run_1/util_map.png
The die is cut into 17 by 17 equal tiles; white is low, dark blue is high, 0 to 100% covered.
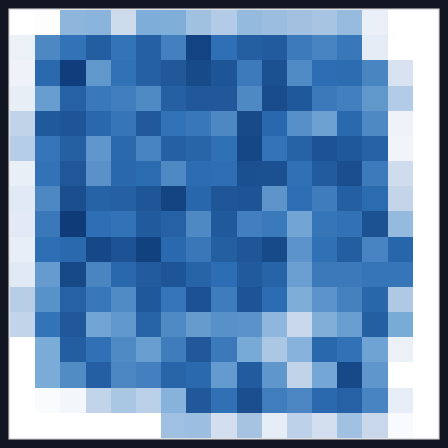
run_1/gates.png
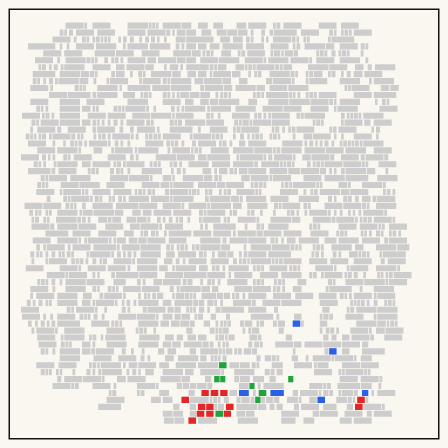
run_1/m2.png
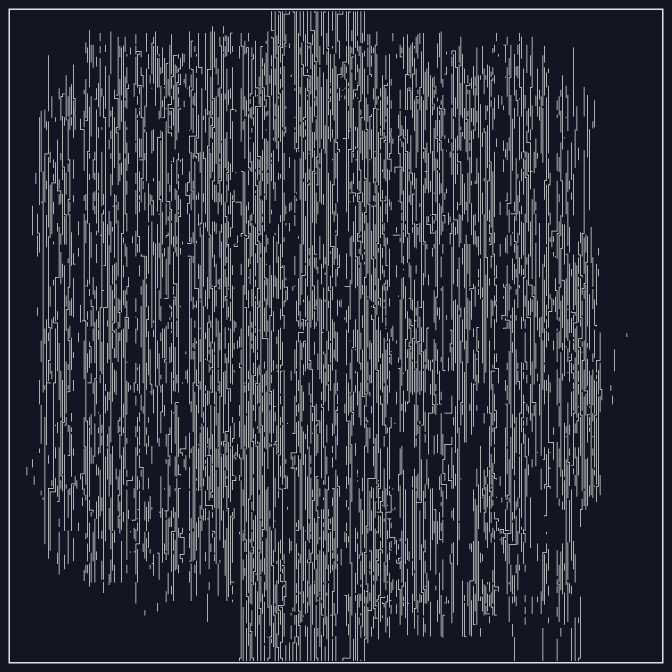
run_1/congestion_map.png
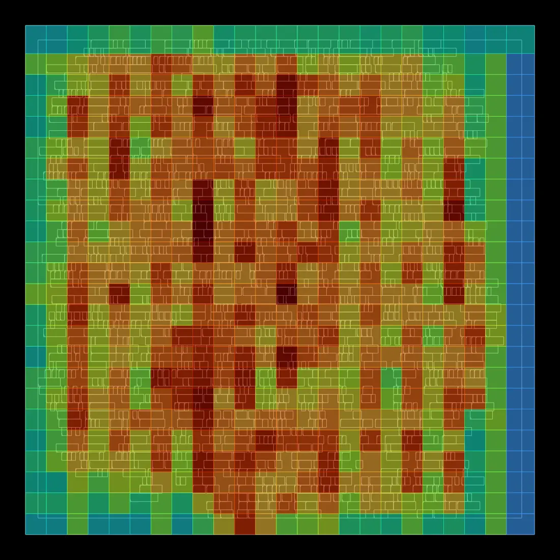
$ cat src/rtl/regfile_scoreboard_pkg.sv
// regfile_scoreboard_pkg: shared register-file defaults and register index constants.
package regfile_scoreboard_pkg;
    localparam int DATA_W_DEF = 16;
    localparam int ADDR_W_DEF = 4;
    localparam int REG_ZERO   = 0;
endpackage

$ cat src/rtl/regfile_read_port.sv
// regfile_read_port: one combinational read port with zero-register masking,
// write bypass and busy lookup.
module regfile_read_port
    import regfile_scoreboard_pkg::*;
#(
    parameter int DATA_W   = DATA_W_DEF,
    parameter int ADDR_W   = ADDR_W_DEF,
    parameter int ZERO_REG = 0,
    parameter int BYPASS   = 1
) (
    input  logic [ADDR_W-1:0]     rd_addr,
    input  logic [DATA_W-1:0]     mem [2**ADDR_W],
    input  logic [2**ADDR_W-1:0]  busy_vec,
    input  logic                  wr_en,
    input  logic [ADDR_W-1:0]     wr_addr,
    input  logic [DATA_W-1:0]     wr_data,
    output logic [DATA_W-1:0]     rd_data,
    output logic                  busy
);
    logic w_zero, w_byp;
    assign w_zero  = (ZERO_REG != 0) && (rd_addr == ADDR_W'(REG_ZERO));
    assign w_byp   = (BYPASS != 0) && wr_en && (wr_addr == rd_addr);
    assign rd_data = w_zero ? '0 : w_byp ? wr_data : mem[rd_addr];
    assign busy    = w_zero ? 1'b0 : w_byp ? 1'b0 : busy_vec[rd_addr];
endmodule

$ cat src/rtl/regfile_scoreboard.sv
// regfile_scoreboard: 2R/1W register file with bypass and a per-register busy
// scoreboard for RAW hazard detection between decode and writeback.
module regfile_scoreboard
    import regfile_scoreboard_pkg::*;
#(
    parameter int DATA_W   = DATA_W_DEF,
    parameter int ADDR_W   = ADDR_W_DEF,
    parameter int ZERO_REG = 0,
    parameter int BYPASS   = 1
) (
    input  logic              clk,
    input  logic              reset,
    input  logic [ADDR_W-1:0] rd_addr_a,
    input  logic [ADDR_W-1:0] rd_addr_b,
    output logic [DATA_W-1:0] rd_data_a,
    output logic [DATA_W-1:0] rd_data_b,
    output logic              busy_a,
    output logic              busy_b,
    input  logic              wr_en,
    input  logic [ADDR_W-1:0] wr_addr,
    input  logic [DATA_W-1:0] wr_data,
    input  logic              claim_en,
    input  logic [ADDR_W-1:0] claim_addr,
    output logic              claim_stall,
    output logic [ADDR_W:0]   busy_count
);
    localparam int DEPTH = 2**ADDR_W;
    logic [DATA_W-1:0] r_mem [DEPTH];
    logic [DEPTH-1:0]  r_busy, w_busy_nxt;
    logic [ADDR_W:0]   r_busy_count, w_count_nxt;
    logic              w_wr_ok, w_claim_ok;
    // a write in the same cycle releases the register, so the claim may proceed
    assign claim_stall = claim_en & r_busy[claim_addr] & ~(wr_en & (wr_addr == claim_addr));
    assign w_wr_ok     = wr_en & ~((ZERO_REG != 0) && (wr_addr == ADDR_W'(REG_ZERO)));
    assign w_claim_ok  = claim_en & ~claim_stall & ~((ZERO_REG != 0) && (claim_addr == ADDR_W'(REG_ZERO)));
    assign busy_count  = r_busy_count;
    always_comb begin
        w_busy_nxt = r_busy;
        if (w_wr_ok) w_busy_nxt[wr_addr] = 1'b0;
        if (w_claim_ok) w_busy_nxt[claim_addr] = 1'b1;
        w_count_nxt = '0;
        for (int i = 0; i < DEPTH; i++) w_count_nxt = w_count_nxt + {{ADDR_W{1'b0}}, w_busy_nxt[i]};
    end
    always_ff @(posedge clk) begin
        if (reset) begin
            r_mem        <= '{default: '0};
            r_busy       <= '0;
            r_busy_count <= '0;
        end else begin
            if (w_wr_ok) r_mem[wr_addr] <= wr_data;
            r_busy       <= w_busy_nxt;
            r_busy_count <= w_count_nxt;
        end
    end
    regfile_read_port #(.DATA_W(DATA_W), .ADDR_W(ADDR_W), .ZERO_REG(ZERO_REG), .BYPASS(BYPASS)) u_port_a (
        .rd_addr(rd_addr_a), .mem(r_mem), .busy_vec(r_busy), .wr_en(wr_en), .wr_addr(wr_addr),
        .wr_data(wr_data), .rd_data(rd_data_a), .busy(busy_a)
    );
    regfile_read_port #(.DATA_W(DATA_W), .ADDR_W(ADDR_W), .ZERO_REG(ZERO_REG), .BYPASS(BYPASS)) u_port_b (
        .rd_addr(rd_addr_b), .mem(r_mem), .busy_vec(r_busy), .wr_en(wr_en), .wr_addr(wr_addr),
        .wr_data(wr_data), .rd_data(rd_data_b), .busy(busy_b)
    );
endmodule

$ cat config.mk
export PLATFORM = sky130hd
export DESIGN_NAME = regfile_scoreboard
export DESIGN_NICKNAME = d
export VERILOG_FILES = /design/src/rtl/regfile_scoreboard_pkg.sv /design/src/rtl/regfile_read_port.sv /design/src/rtl/regfile_scoreboard.sv
export SDC_FILE = /design/constraint.sdc
export NUM_CORES = 1
export LEC_CHECK = 0
export ABC_CLOCK_PERIOD_IN_PS = 6550
export CORE_MARGIN = 4
export CORE_UTILIZATION = 60
export DETAILED_ROUTE_END_ITERATION = 6
export DONT_BUFFER_PORTS = 1
export HOLD_SLACK_MARGIN = 0.15
export PLACE_DENSITY = 0.76
export SETUP_SLACK_MARGIN = 0.2
export SYNTH_ARGS = -nofsm -noshare
export SYNTH_HDL_FRONTEND = slang
export SYNTH_HIERARCHICAL = 1
export SYNTH_SLANG_ARGS = --single-unit
export TNS_END_PERCENT = 50
$ cat constraint.sdc
create_clock -name clk -period 6.55 [get_ports clk]
set_input_delay 1.31 -clock clk [delete_from_list [all_inputs] [get_ports clk]]
set_output_delay 1.31 -clock clk [all_outputs]
set_load 0.01 [all_outputs]
==> run summary, run 1 <==
Flow results are below.

- The timing report gives the clock slew at the launch and capture registers of the worst setup and hold paths as 60 ps.
- The synthesized instance count is 1671, for reference.
- The number of gates resized after CTS is 0, for reference.
- CTS added clock buffers totalling 30.
- Summed over all instances, the cell type with the most area after synthesis is sky130_fd_sc_hd__dfxtp_1.
- Wires add up to 45900 um.
- The flow reports that the clock network draws 46.8% of the design power.
- The number of antenna repair diodes is 0, for reference.
- In this run, post-CTS hold repair placed 0 buffers.
- The dominant delay contributor by cell family on the critical path is adder cells, for reference.
- Setup repair after global routing left no endpoint under its margin.
- TritonCTS built the clock tree.
- The top flip-flop cell by instance count after synthesis is sky130_fd_sc_hd__dfxtp_1, for reference.
- The relative slew slack is 26.50%, for reference.
- The sequential group share of total power is 47.6%, for reference.
- For this run, asynchronously set or reset flops after synthesis account for 0%.
- The synthesized design contains 0 enable-type register cells.
- At floorplan, the net count of the design was reported as 1722.
- The flow ran to the end, and the final reports show no timing, DRC or antenna violations.
- The total area inside the core boundary comes to 25180 um^2.
- The number of port buffers is 0, for reference.
- The relative contribution of combinational cells to total power is 5.6%, for reference.
- The timing report shows the most common cell along the critical path to be sky130_fd_sc_hd__fa_1.
- The minimum clock period is 5615 ps, for reference.
- The stage-log warning count is 28, for reference.
- The total of flip-flops plus latches after synthesis is 277, for reference.
- The peak per-stage delay on the critical path is 670 ps, for reference.
- The depth of the critical timing path with buffers and inverters included is 17, for reference.
- In this run the power spent charging and discharging nets is 819.7 uW.
- The proportion of total power due to net switching is 22.62%, for reference.
- The analysis attributes to cell leakage a power of 5.514 nW.
- Once the clock tree was built, the setup fixing pass inserted 0 buffers.
- The count of filler cells inserted in the layout is 1984, for reference.
- Ranked by total cell area, the synthesized netlist is headed by sky130_fd_sc_hd__dfxtp_1 (36%), sky130_fd_sc_hd__mux4_2 (20%), sky130_fd_sc_hd__nand2_1 (13%).
- The startpoint identified for the worst hold timing path is r_mem[34].
- The placement row count is 58, for reference.
- Yosys reports that the most numerous cell types are sky130_fd_sc_hd__nand2_1 (546), sky130_fd_sc_hd__dfxtp_1 (277), sky130_fd_sc_hd__a21oi_1 (271).
- The required time at the worst endpoint is listed as 7020 ps.
- Cells fill 64.77% of the core in the end.
- Along the worst hold path, the cell count comes to 2.
- The kind of launch point of the worst setup path is an input port, for reference.
- The critical path maximum fanout is 14.
- The number of buffers on the longest clock path is 3, for reference.
- The final setup violation count is 0, for reference.
- Looking at the gate-level netlist, the highest instance count belongs to sky130_fd_sc_hd__nand2_1.
- Of the available clock period, the critical path in the final layout requires 85.72%.
- Per the detail_route report, the via count comes to 12690.
- The report puts the cell count of the worst reg-to-reg path at 17.
- The worst path arrival time is 6090 ps, for reference.
## Picture notes: util_map.png
tiles over 75% full: 35%
mean over tiles: 56%
nearly empty tiles: 11%
densest ninth of the die: centre
fullest tile: 96%

## Picture notes: gates.png
legend:
  xor and xnor cells:
    colour: red
    cells: 13
    where: bottom centre
  and/or cells:
    colour: green
    cells: 8
    where: bottom centre
  non-inverting ao/oa cells:
    colour: blue
    cells: 6

## Picture notes: m2.png
share of all routed wire: 47%
longest straight run: 70.0 um

## Picture notes: congestion_map.png
met3 track demand over resource in global routing: 7.279%
met1 Resource Use GR: 42.33%

==> run 1: flip-flops by register name, summed over array words and instances (netlist names) <==
register	cells
r_busy	16
busy_count	5
r_mem	256
==> run 1: stage by stage <==
step / total power [mW] / instance area, um^2 / hold slack (ps) / cells / setup WS [ps]
after detailed placement: 1.963 / 15310 / 453.4 / 1872 / 468.7
after floorplan: 2.025 / 15360 / 442.9 / 1671 / 623.8
after global routing: 3.730 / 16310 / 478.8 / 1926 / 745.8
final: 3.624 / 16310 / 460.6 / 1926 / 935.3
after global placement: 1.958 / 15310 / 444.1 / 1872 / 503.9
after CTS: 3.637 / 16310 / 461.8 / 1926 / 1028
==> run 1: final cells by class <==
| class | count | share of cell area (%) |
|---|---|---|
| clock buffers | 37 | 5.132 |
| clock inverters | 17 | 0.9973 |
| inverters | 12 | 0.2762 |
| multi-input cells | 1228 | 55.91 |
| flip-flops and latches | 277 | 34.00 |
| well taps | 330 | 2.532 |
| repair buffers | 25 | 1.151 |
==> run 1: worst register-to-register path: cells and delay by family, from the launching register on <==
family          cells  cell delay (ps)
fa+ha+maj           6             2550
simple gates        2              470
buf+inv             4              260
compound gates      3              580
flops               1              400
mux                 2              840
==> run 1: per-layer routing <==
metal | vias to the layer above | GRT usage, % | share of wire, % | wire [um]
li1 | 5676 | - | - | -
met1 | 6144 | 42.33 | 38 | 17410
met2 | 737 | 50.65 | 47 | 21440
met3 | 128 | 7.279 | 11 | 5210
met4 | 0 | 12.84 | 4.0 | 1845
met5 | - | 0 | 0 | 0
==> run 1: cells in the final DEF (no fill, tap or decap), types with 12 or more instances in the layout <==
cell type / instances
sky130_fd_sc_hd__nand2_1: 546
sky130_fd_sc_hd__dfxtp_1: 277
sky130_fd_sc_hd__a21oi_1: 271
sky130_fd_sc_hd__mux4_2: 138
sky130_fd_sc_hd__mux2i_1: 102
sky130_fd_sc_hd__mux2_2: 32
sky130_fd_sc_hd__clkbuf_16: 30
sky130_fd_sc_hd__buf_4: 25
sky130_fd_sc_hd__nor2_1: 13
sky130_fd_sc_hd__inv_1: 12
==> run 1: power by group through the flow <==
stage	registers (mW)	logic (mW)	clock network, mW
after floorplan	1.76	0.267	0
after global placement	1.76	0.196	0
after detailed placement	1.76	0.200	0
after CTS	1.73	0.201	1.71
after global routing	1.73	0.217	1.79
final	1.73	0.203	1.69
==> run 1: kinds of logic (layout without fill, tap and decap cells) <==
group                    count (synthesis)  count (layout)  share of synthesized area [%]
AND/OR/NAND/NOR                        609             609                          15.83
AND-OR/OR-AND                          315             315                          11.34
flip-flops                             277             277                          36.11
multiplexers                           276             276                          29.53
buffers and inverters                  166              91                          4.734
adder cells (fa/ha/maj)                 15              15                          1.711
XOR/XNOR                                13              13                         0.7415
==> run 1: worst max-delay path by stage <==
stage | startpoint | to | slack, ps
6_report | claim_addr[3] | busy_count[4] | 940
5_1_grt | claim_addr[3] | busy_count[4] | 750
4_1_cts | claim_addr[3] | busy_count[4] | 1030
3_5_place_dp | claim_addr[3] | busy_count[4] | 470
3_3_place_gp | claim_addr[3] | busy_count[4] | 500
2_1_floorplan | claim_addr[2] | busy_count[4] | 620
run_1/layers.png
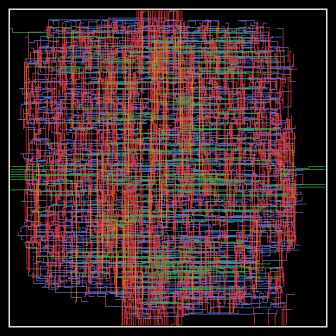

==> run 1 -> run 2 <==
Settings changed: GPL_ROUTABILITY_DRIVEN set to 0.
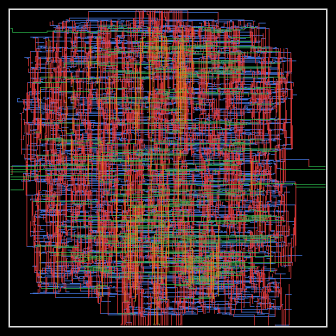
run_2/layers.png
legend:
  M3:
    colour: green
    wire_length: 5280 um
  M2:
    colour: red
    wire_length: 21.9 mm
  M1:
    colour: blue
    wire_length: 16700 um
  M4:
    colour: orange
    wire_length: 2080 um

==> run 2 against run 1 <==
  * Synthesized area did not move
  * Critical path depth did not move
  * First-iteration DRC count fell by 15%
  * Via count rose by 0.73%
  * Hold slack improved by 2.4 ps
  * Flip-flop count did not move
  * Critical endpoint unchanged
  * Largest power group unchanged
==> run summary, run 2 <==
Flow results are below.

- The launch point of the worst min-delay path is recorded as r_mem[44].
- The later pin in the worst-skew pair is clocked with a latency of 550 ps.
- OpenROAD emitted warnings numbering 28.
- For this run, the number of standard cells in the final layout without fillers is 1921.
- TritonCTS built the clock tree.
- sky130_fd_sc_hd__nand2_1 is the most common cell in the netlist.
- After synthesis, the most frequently instantiated cells are sky130_fd_sc_hd__nand2_1 (546), sky130_fd_sc_hd__dfxtp_1 (277), sky130_fd_sc_hd__a21oi_1 (271).
- Data on the critical path is required at its endpoint by 7020 ps.
- The count of filler cells inserted in the layout is 2018, for reference.
- The kind of launch point of the worst setup path is an input port, for reference.
- The total setup buffers inserted after CTS is 0, for reference.
- In this run, synthesis inferred 0 flip-flops with an integrated enable.
- The aggregate routed wire length is 45950 um, for reference.
- Hold analysis shows the worst path with a depth of 2.
- The main area contributors are sky130_fd_sc_hd__dfxtp_1 (36%), sky130_fd_sc_hd__mux4_2 (20%), sky130_fd_sc_hd__nand2_1 (13%).
- The data arrival time reported for the critical path is 6020 ps.
- The most instantiated logic cell after routing is sky130_fd_sc_hd__nand2_1, for reference.
- The clock period could shrink to 5551 ps.
- After Yosys synthesis, full adders, half adders and majority gates account for 1.711% of the synthesized area.
- The number of port buffers is 0, for reference.
- Per the synthesis report, the XOR/XNOR share of the synthesized area is 0.7415%.
- The cell accounting for the most synthesized area is sky130_fd_sc_hd__dfxtp_1, for reference.
- The run finished with clean final reports.
- The fraction of the mapped netlist area in compound gates is 11.34%, for reference.
- The utilization after layout is 64.56%, for reference.
- The largest register by flop count is r_mem, for reference.
- The cell-internal power is 2.799 mW, for reference.
- The chip occupies 28220 um^2.
- The highest clock rate this design can be run at is 0.1802 GHz.
- Setup repair after global routing left no endpoint under its margin.
- The top cell type by area accounts for 36.11% of the synthesized area.
- The relative contribution of combinational cells to total power is 5.7%, for reference.
- Once synthesis finished, the tally of register bits stood at 277.
- The placed instance count is 1870, for reference.
- The final setup violation count is 0, for reference.
- In this run the standard cell core region covers 25180 um^2.
- The number of gates resized after CTS is 0, for reference.
- The slew check shows that the tightest pin keeps a relative margin of 22.91%.
- In this design, the largest share of critical-path delay is due to adder cells.
- The critical path maximum fanout is 14.
- Post-synth the commonest register cell is sky130_fd_sc_hd__dfxtp_1.
- The completed layout was analyzed and its total power is 3.592 mW.
- The post-synthesis simple-gate area fraction is 15.83%, for reference.
- Among the non-sequential cells, multiplexers take the most area.
- The cell occurring most often along the worst timing path is sky130_fd_sc_hd__fa_1, for reference.
- Across all layers, the routed design uses 12780 vias.
- In this run, post-CTS hold repair placed 0 buffers.
- The leakage power is 5.486 nW, for reference.
- Counting cells, the worst reg-to-reg path comes to 17.
- The timing report gives the biggest stage delay along the critical path as 660 ps.
- The worst register-to-register path has a setup slack of 1340 ps.
- The register with the most flip-flops in the layout has 256 of them.
- Per the post-synthesis report, the number of cells in the design is 1671.
- Sequential cells burn 48.1% of the power.
- The largest net degree at the start of global routing is 281, for reference.
- The analysis attributes to net switching a power of 792.8 uW.
- Leaving out fill and tap cells, the most frequent cells in the layout are sky130_fd_sc_hd__nand2_1 (546), sky130_fd_sc_hd__dfxtp_1 (277), sky130_fd_sc_hd__a21oi_1 (271).
- The placement row count is 58, for reference.
- The power report attributes to the clock group a share of 46.3%.
- The post-synthesis sequential area ratio is 36.11%, for reference.
- The number of nets in the synthesized netlist is 1722.
- The number of antenna repair diodes is 0, for reference.
- The post-route clock period utilization is 84.74%, for reference.
- CTS added clock buffers totalling 29.
- In this run switching power makes up 22.07% of total power.
- The terminating pin of the worst hold path is r_mem[44], for reference.
- The async set or reset register ratio after synthesis is 0%, for reference.
- No sink is reached through more buffers than the 3 on the longest clock path.
- The clock-pin slew on the worst setup and hold paths is 60 ps, for reference.
- The mux cell area share after synthesis is 29.53%, for reference.
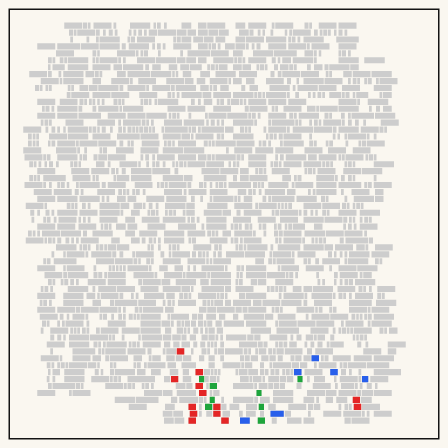
run_2/gates.png
legend:
  xor and xnor cells:
    colour: red
    cells: 13
    where: bottom centre
  non-inverting ao/oa cells:
    colour: blue
    cells: 6
  and/or cells:
    colour: green
    cells: 8
    where: bottom centre

[run 2: cell types whose count changed in the layout (fill, tap and decap cells not counted), sizes merged]
cell / delta
buf: -2
clkinvlp: -4
clkinv: -7
inv: +1
clkbuf: +7
[run 2: worst max path at each step]
stage                              from  depth (start not counted)            end
after global routing      claim_addr[3]                         17  busy_count[4]
after global placement    claim_addr[3]                         17  busy_count[4]
after detailed placement  claim_addr[0]                         17  busy_count[4]
after CTS                 claim_addr[0]                         17  busy_count[4]
final                     claim_addr[3]                         17  busy_count[4]
after floorplan           claim_addr[2]                         18  busy_count[4]
[run 2: kinds of logic after synthesis]
family / after synthesis
XOR/XNOR: 13
AND/OR/NAND/NOR: 609
adder cells (fa/ha/maj): 15
AND-OR/OR-AND: 315
multiplexers: 276
flip-flops: 277
buffers and inverters: 166
[run 2: worst min-delay path, stage by stage, from the launching register on]
cell	delay, ps
sky130_fd_sc_hd__dfxtp_1	310
sky130_fd_sc_hd__nand2_1	50
sky130_fd_sc_hd__a21oi_1	50
[run 2: final cells by class]
| class | instances | area share, % |
|---|---|---|
| clock buffers | 44 | 5.302 |
| clock inverters | 7 | 0.5695 |
| inverters | 12 | 0.2771 |
| multi-input cells | 1228 | 56.14 |
| flip-flops and latches | 277 | 34.11 |
| well taps | 330 | 2.540 |
| repair buffers | 23 | 1.062 |
[run 2: power groups by stage]
stage                     Sequential, mW  Clock [mW]  Combinational [mW]
after floorplan                     1.76           0               0.267
after global routing                1.73        1.73               0.218
final                               1.73        1.66               0.204
after detailed placement            1.76           0               0.201
after CTS                           1.73        1.67               0.202
after global placement              1.76           0               0.196
[run 2: per-stage QoR]
step	worst slack, ps	instance area, um^2	hold slack, ps
4_1_cts	1028	16260	459.9
3_5_place_dp	473.2	15300	452.0
2_1_floorplan	623.8	15360	442.9
5_1_grt	745.3	16260	478.2
3_3_place_gp	551.9	15300	444.2
6_report	999.4	16260	463.0
[run 2: per-layer routing]
layer	share of wire [%]	wire [um]	track usage, %
met1	36	16690	41.40
met2	48	21890	52.95
met3	11	5276	6.739
met4	4.5	2081	12.60
met5	0	0	0
run_2/congestion_map.png
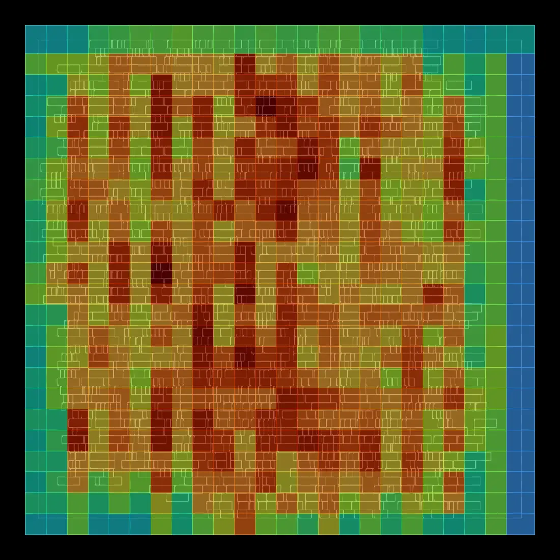

==> run 2 -> run 3 <==
Settings changed: ABC_CLOCK_PERIOD_IN_PS 6550 to 5400.
Clock period 6.55 ns to 5.4 ns, I/O delays scaled along.
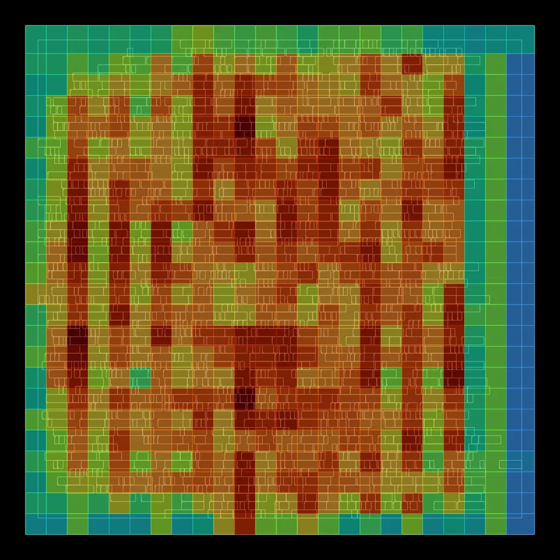
run_3/congestion_map.png
met3 track demand over resource in global routing: 7.443%
met1 Resource Use GR: 39.87%

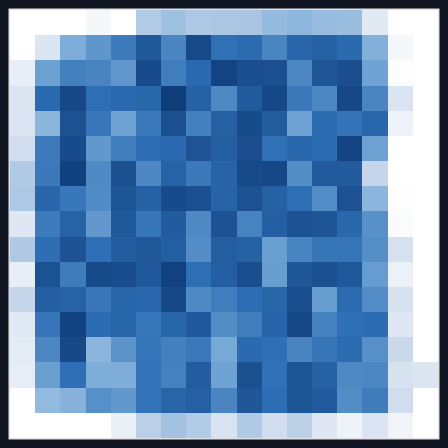
run_3/util_map.png
The die is cut into 17 by 17 equal tiles; white is low, dark blue is high, 0 to 100% covered.
mean over tiles: 57%
nearly empty tiles: 11%
tiles over 75% full: 38%
densest ninth of the die: centre

==> run 3 against run 2 <==
  * Cell count increased by 0.94%
  * Total power is 22% higher
  * Flip-flop count is the same
  * Design area up 1.4%
  * Utilization rose by 0.93 points
  * Count of clock-buffer cells in the layout decreased by 2
  * Critical path type unchanged
  * Highest routed layer unchanged
==> run summary, run 3 <==
Flow results are below.

- The flow ran to the end, and the final reports show no timing, DRC or antenna violations.
- By area the synthesized netlist is led by sky130_fd_sc_hd__dfxtp_1 (36%), sky130_fd_sc_hd__mux4_2 (20%), sky130_fd_sc_hd__nand2_1 (13%).
- The stage-log warning count is 29, for reference.
- Per the cell usage report, the commonest logic cells after layout are sky130_fd_sc_hd__nand2_1 (546), sky130_fd_sc_hd__dfxtp_1 (277), sky130_fd_sc_hd__a21oi_1 (270).
- Final hold analysis gives a worst-case slack of 464.2 ps.
- Summed over all instances, the cell type with the most area after synthesis is sky130_fd_sc_hd__dfxtp_1.
- The met1 routed wirelength after detailed routing is 16500 um, for reference.
- The pin slew with the least headroom to its limit is 1239 ps, for reference.
- Per the log, the first TritonRoute iteration ended with a DRC count of 1285.
- The horizontal die dimension reported for this design is 168.0 um.
- For this run, the leading register cell type out of synthesis is sky130_fd_sc_hd__dfxtp_1.
- The synthesized instance count is 1671, for reference.
- According to the floorplan report, the total die area is 28220 um^2.
- The terminating pin of the worst hold path is r_mem[16], for reference.
- The minimum clock period is 5043 ps, for reference.
- The worst clock skew on the final layout is 5.603 ps, for reference.
- The post-place setup slack is -213.6 ps, for reference.
- Yosys reported that registers with async set or reset make up 0%.
- For this run, the script counts the antenna cells in the layout as 0.
- The count of cells along the worst register-to-register path is 16, for reference.
- The post-synthesis sequential area ratio is 36.11%, for reference.
- The detailed router used layers up to and including met4.
- For this run, the number of standard cells in the final layout without fillers is 1939.
- The data required time at the worst endpoint is 5870 ps, for reference.
- The placement row count is 58, for reference.
- STA classifies the critical path startpoint as an input port.
- Per the post-synthesis report, the nets total 1722.
- The placed cell area is 15500 um^2, for reference.
- Detailed routing placed a total of 5159 um of wire on met3.
- Pin placement for this block handled 76 I/O pins.
- The report puts the hold buffer count at CTS at 0.
- Entering global routing, the biggest net connects 281 pins.
- The hold path startpoint is r_mem[16], for reference.
- The commonest cells after synthesis are sky130_fd_sc_hd__nand2_1 (546), sky130_fd_sc_hd__dfxtp_1 (277), sky130_fd_sc_hd__a21oi_1 (271).
- sky130_fd_sc_hd__nand2_1 is the most common cell in the netlist.
- Max fanout on the critical path was recorded as 16.
- Setup slack closes at 357.1 ps.
- TritonCTS built the clock tree.
- The detailed-route vias per instance is 6.665, for reference.
- For this block, the via count after detailed routing is 12920.
- The number of distinct library cells after synthesis is 51, for reference.
- The utilization after layout is 65.50%, for reference.
- The highest clock rate this design can be run at is 0.1983 GHz.
- Counting flops with a built-in enable in the synthesized netlist gives 0.
- The worst path arrival time is 5520 ps, for reference.
- In this run the tool buffered the top-level ports with 0 buffer cells.
- The number of flip-flops under the largest register name is 256, for reference.
- Setup repair after global routing left no endpoint under its margin.
- Per the detail_route report, routed wire per instance is 24.38 um.
- The area share of the leading cell type in the synthesized netlist is 36.11%, for reference.
- The layout summary lists the proportion of cells stronger than drive strength 1 as 18.71%.
- After synthesis the netlist holds a flip-flop and latch count of 277.
- The final design instance area without fill is 16490 um^2, for reference.
- Setup slack on the worst reg-to-reg path comes out at 480 ps.
- The aggregate routed wire length is 47270 um, for reference.
- In the finished design, the share of the clock period the worst path needs comes to 93.39%.
- The core box area is 25180 um^2, for reference.
- Dividing the synthesized area by the synthesized cell count gives 9.190 um^2.
- The detailed route wirelength on metal2 is 22800 um, for reference.
- The relative slew slack is 17.28%, for reference.
- The CTS report gives the tree buffer count as 30.
- The number of cells traversed by the worst hold path is 2, for reference.
- The first global-routing pass estimated 72300 um of wire.
- Counting flops per register, the top entry is r_mem.
- The final setup violation count is 0, for reference.
- The completed layout was analyzed and its total power is 4.372 mW.
- The clock-pin slew on the worst setup and hold paths is 60 ps, for reference.
- Leaving out fill and tap cells, the most frequent cell in the layout is sky130_fd_sc_hd__nand2_1.
- The leakage power is 5.556 nW, for reference.
- The filler cells instantiated in the layout total 1936.
- The clock latency at the later pin of the worst-skew pair is 560 ps, for reference.
- The number of buffers on the longest clock path is 3, for reference.
- Including well taps, the total number of placed cells is 1886.
run 3: cell count changes in the layout (fill, tap and decap cells not counted), sizes merged:
cell and delta:
buf +16, inv -2, clkinvlp +3, bufinv -1, clkbuf -2, clkinv +4
run 3: where the power goes:
part	leakage [nW]	switching, mW	internal [mW]
Combinational	2.85	0.120	0.142
Clock	0.471	0.855	1.16
Sequential	2.24	0.0216	2.07
Total	5.56	0.997	3.38
run 3: how the worst max path moves through the flow:
| stage | startpoint | endpoint | cells past startpoint |
|---|---|---|---|
| 2_1_floorplan | claim_addr[0] | busy_count[4] | 18 |
| 3_3_place_gp | claim_addr[0] | busy_count[4] | 17 |
| 3_5_place_dp | claim_addr[0] | busy_count[4] | 16 |
| 4_1_cts | claim_addr[0] | busy_count[4] | 16 |
| 5_1_grt | claim_addr[0] | busy_count[4] | 18 |
| 6_report | claim_addr[0] | busy_count[4] | 16 |
run 3: what timing repair did:
| action | 4_1_cts | 5_1_grt |
|---|---|---|
| endpoints found under the setup margin | 0 | 1 |
| setup buffers | 0 | 0 |
| gates resized | 0 | 4 |
run 3: cells by family after synthesis:
| kind of cell | Yosys count | synth area share, % |
|---|---|---|
| and+or+nand+nor | 609 | 15.83 |
| AOI/OAI and AO/OA | 315 | 11.34 |
| muxes | 276 | 29.53 |
| xor gates and xnor gates | 13 | 0.7415 |
| buffers and inverters | 166 | 4.734 |
| DFF | 277 | 36.11 |
| adders and majority gates | 15 | 1.711 |
run 3: area by class of cell:
cell class / instances / area [um^2] / area share [%]
multi-input combinational: 1228 / 9229 / 55.96
clock inverter: 11 / 102.6 / 0.6221
clock buffer: 42 / 865.8 / 5.250
sequential: 277 / 5545 / 33.62
timing repair buffer: 39 / 292.8 / 1.775
inverter: 12 / 45.04 / 0.2731
tap: 330 / 412.9 / 2.503
run 3: critical path, cell delays in order:
cell	delay [ps]
sky130_fd_sc_hd__mux2_1	290
sky130_fd_sc_hd__mux4_2	500
sky130_fd_sc_hd__nor3b_4	340
sky130_fd_sc_hd__o21ai_2	160
sky130_fd_sc_hd__a31o_2	250
sky130_fd_sc_hd__fa_1	570
sky130_fd_sc_hd__fa_1	440
sky130_fd_sc_hd__fa_2	550
sky130_fd_sc_hd__fa_1	410
sky130_fd_sc_hd__inv_1	70
sky130_fd_sc_hd__ha_2	190
sky130_fd_sc_hd__inv_2	40
sky130_fd_sc_hd__fa_2	340
sky130_fd_sc_hd__inv_1	60
sky130_fd_sc_hd__a21oi_1	60
sky130_fd_sc_hd__nor3b_1	170
run 3: routing by layer:
metal  track usage (%)  vias up
met5                 0        -
met4             17.82        0
met3             7.443      214
met2             54.28      789
met1             39.87     6221
li1                  -     5700
No activity file was given, so power comes from the tool's default toggle rates.
